==> config.mk <==
export PLATFORM = sky130hd
export DESIGN_NAME = prog_uart_router
export DESIGN_NICKNAME = d
export VERILOG_FILES = /design/src/rtl/prog_uart_router.sv
export SDC_FILE = /design/constraint.sdc
export NUM_CORES = 1
export LEC_CHECK = 0
export CORE_MARGIN = 5
export CORE_UTILIZATION = 62
export DETAILED_ROUTE_END_ITERATION = 8
export GPL_ROUTABILITY_DRIVEN = 0
export PLACE_DENSITY = 0.82
export REMOVE_ABC_BUFFERS = 1
export SYNTH_ARGS = -nofsm -noshare
export SYNTH_HDL_FRONTEND = slang
export SYNTH_SLANG_ARGS = --single-unit
export TNS_END_PERCENT = 100
==> constraint.sdc <==
create_clock -name clk_i -period 3.7 [get_ports clk_i]
set_clock_uncertainty 0.15 [all_clocks]
set_input_delay 0.74 -clock clk_i [delete_from_list [all_inputs] [get_ports clk_i]]
set_output_delay 0.74 -clock clk_i [all_outputs]
set_load 0.01 [all_outputs]
Cell density map:
Bar = 20 um. 10 x 10 tiles, from dark blue (low) to red (high), 0 to 100% covered.
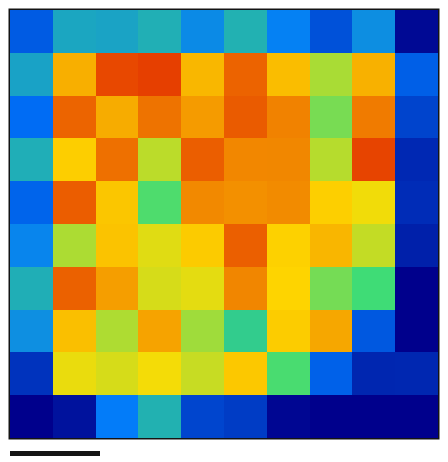
densest ninth of the die: centre
nearly empty tiles: 8.0%
fullest tile: 93%
emptiest ninth of the die: south-east
utilization after layout: 0.699
core region area: 0.00714 mm^2
fp_density: 0.630

The metal 2 layer:
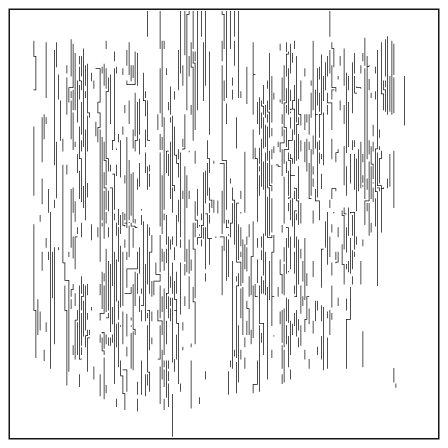
wire length on this layer: 4480 um
longest straight run: 34.7 um
main direction: vertical
share of all routed wire: 51%
nets with wire on the layer: 410
routed wire length: 8740 um
met2 Usage GRT: 0.357
via count: 3366

Metal 1:
Cells faint in the background.
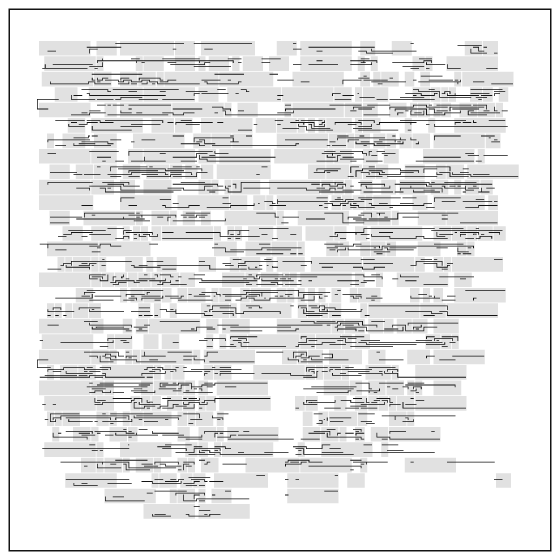
nets with wire on the layer: 453
wire length on this layer: 3860 um
main direction: horizontal
longest straight run: 23.9 um
GRT met1 Usage: 0.279

Drive-strength map:
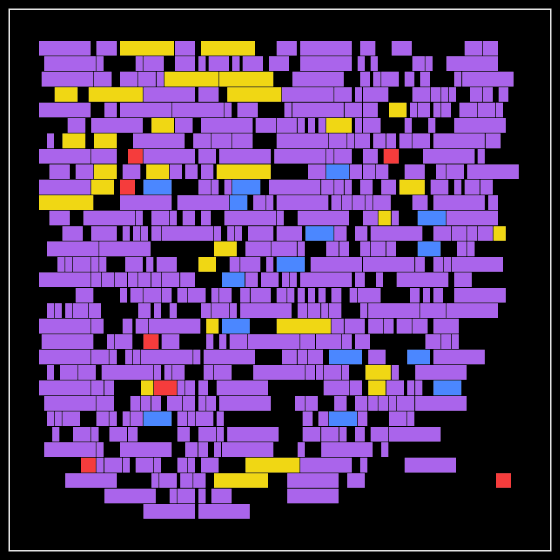
[yellow] x2 | cells: 29 | share: 6.1%
[blue] x6 and larger | cells: 15 | share: 3.2%
[purple] x1 and smaller | cells: 425 | share: 89%
[red] x3 and x4 | cells: 7 | share: 1.5%
nonclk buf count: 24
Synth-to-Final Area Change: 11.1%
setup ws final: 0.299 ns
fin area: 0.00499 mm^2

Track usage over the die:
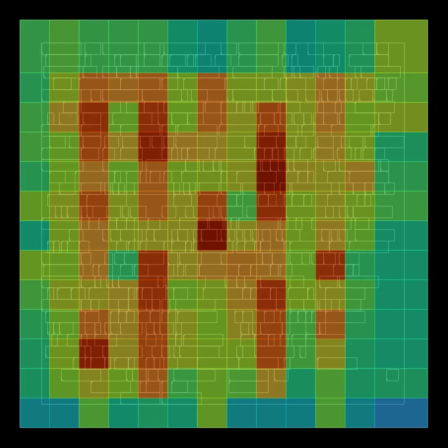
total track usage: 0.215
Routed wire per std cell: 15.2 um
GR Layer Usage met3: 0.0631
Most Crowded Layer GR: met2

==> qor.yml <==
post_cts_hold_buffer_count: 0
layout.nets: 485
rsz0062_at_grt: "no"
ys_area_mm2: 0.00449
status: "finished, final reports clean"
power_uw: 1930
grt_pass1_wl_um: 15400
n_fill_cell: 539
ys_sh_mux: 0.0198
p_leak_uw: 0.00218
antenna_found_initial: 0
syn_area_per_cell_um2: 9.98
largest_register_ffs: 24
cp_slowest_cell: "or4_1"
dp_cells: 559
hold_ws_ns: 0.210
worst-path-stages: 4
yosysCellCount: 450
synth.cellmix.simpleShare: 0.231
cts_buffers: 9
cts-resized-gates: 0
tns_ns: 0
final-hold-violation-count: 0
yosysSeqAreaShare: 0.510
period_minus_slack_ns: 3.40
max_freq_mhz: 294
synth-compound-area-share: 0.102
yosys_most_used_dff: "dfrtp_1"
critPathLaunchType: "flip-flop"
cpPeakStageDelay_ns: 0.58
vias_per_cell: 5.85
log.warning_count: 30
comb_area_mm2: 0.00209
postCtsSetupBuffers: 0
cp_max_fo: 9
overflow: 0
drive_above_1_share: 0.107
arrival_ns: 2.51
io_pins: 21
reg2reg_depth: 6
place_hpwl_um: 6290
finalClockPeriodUsage: 0.919
cts.root.buffer_cell: "clkbuf_8"
clk-insertion-delay-late_ns: 0.37
die_h_um: 95.1
cts-htree-levels: 3
die_x_um: 95.1
num_antenna_cells: 0
crit_buf_inv: 1
power_density_mw_per_mm2: 388
worstPathCellList: "or4_1 -> nor2_2 -> nand3_1 -> clkdlybuf4s50_1"
ys_ff: 91
cts_buffer_depth: 2
cts.sinks: 91
async_reset_ff_frac: 1.00
critical-path-top-delay-family: "simple AND/OR/NAND/NOR gates"
pre_cts_ws_ns: 0.692
synthesis.instances: 450
syn-cell-area_mm2: 0.00449
yosysUniqueCellTypes: 56
dr.first_iter.drc_count: 139
clkTransAtPathRegs_ns: 0.10
topCellsByArea: "dfrtp_1 45%, dfstp_2 6.4%, nor2_1 5.3%"
yosys_warnings: 0
final-max-slew-violation-count: 0
edf_count: 0
ys_sh_adder: 0.0306
-- cells in the final DEF (no fill, tap or decap), types with 8 or more instances in the layout --
| master | instances |
|---|---|
| nor4_1 | 9 |
| a21oi_1 | 9 |
| nand4_1 | 12 |
| ha_1 | 11 |
| nor3_1 | 15 |
| xor2_1 | 20 |
| clkdlybuf4s50_1 | 19 |
| nand3_1 | 23 |
| nand2_1 | 35 |
| o21ai_0 | 14 |
| dfstp_2 | 11 |
| clkbuf_8 | 9 |
| a22o_1 | 8 |
| dfrtp_1 | 80 |
| xnor2_1 | 22 |
| inv_1 | 15 |
| nor2_1 | 64 |
-- cells in the mapped netlist, types with 8 or more instances --
cell type	count
nor4_1	9
nand4_1	12
nand2_1	35
nor2_1	64
nor3_1	15
dfstp_2	11
o21ai_0	14
a21oi_1	9
a22o_1	8
xor2_1	20
nand3_1	23
dfrtp_1	80
inv_1	15
clkbuf_1	11
xnor2_1	22
ha_1	11
-- layer usage --
layer / vias up / track usage / part of all wire
met2: 49 / 0.357 / 0.51
met4: 0 / 0.0529 / 0.0092
met5: - / 0 / 0
met3: 8 / 0.0631 / 0.036
li1: 1637 / - / -
met1: 1672 / 0.279 / 0.44
-- worst reg2reg max path, stage by stage (launching register included) --
cell     delay (ns)
dfrtp_1        0.43
ha_1           0.25
and3_1         0.26
a41oi_1        0.16
nor3_1         0.32
o31a_1         0.76
nor2_1         0.12
-- layout make-up --
class / count / share of cell area
sequential: 91 / 0.459
multi-input combinational: 330 / 0.419
timing repair buffer: 24 / 0.0456
clock buffer: 9 / 0.0248
tap: 99 / 0.0248
clock inverter: 7 / 0.0155
inverter: 15 / 0.0113
-- report_power, final --
group	leakage (uW)	internal (uW)	switching, uW
clock network	0.000100	271	399
registers	0.00122	1040	71.6
logic	0.000862	72.4	81.0
Power is estimated from default activity; no workload was simulated.
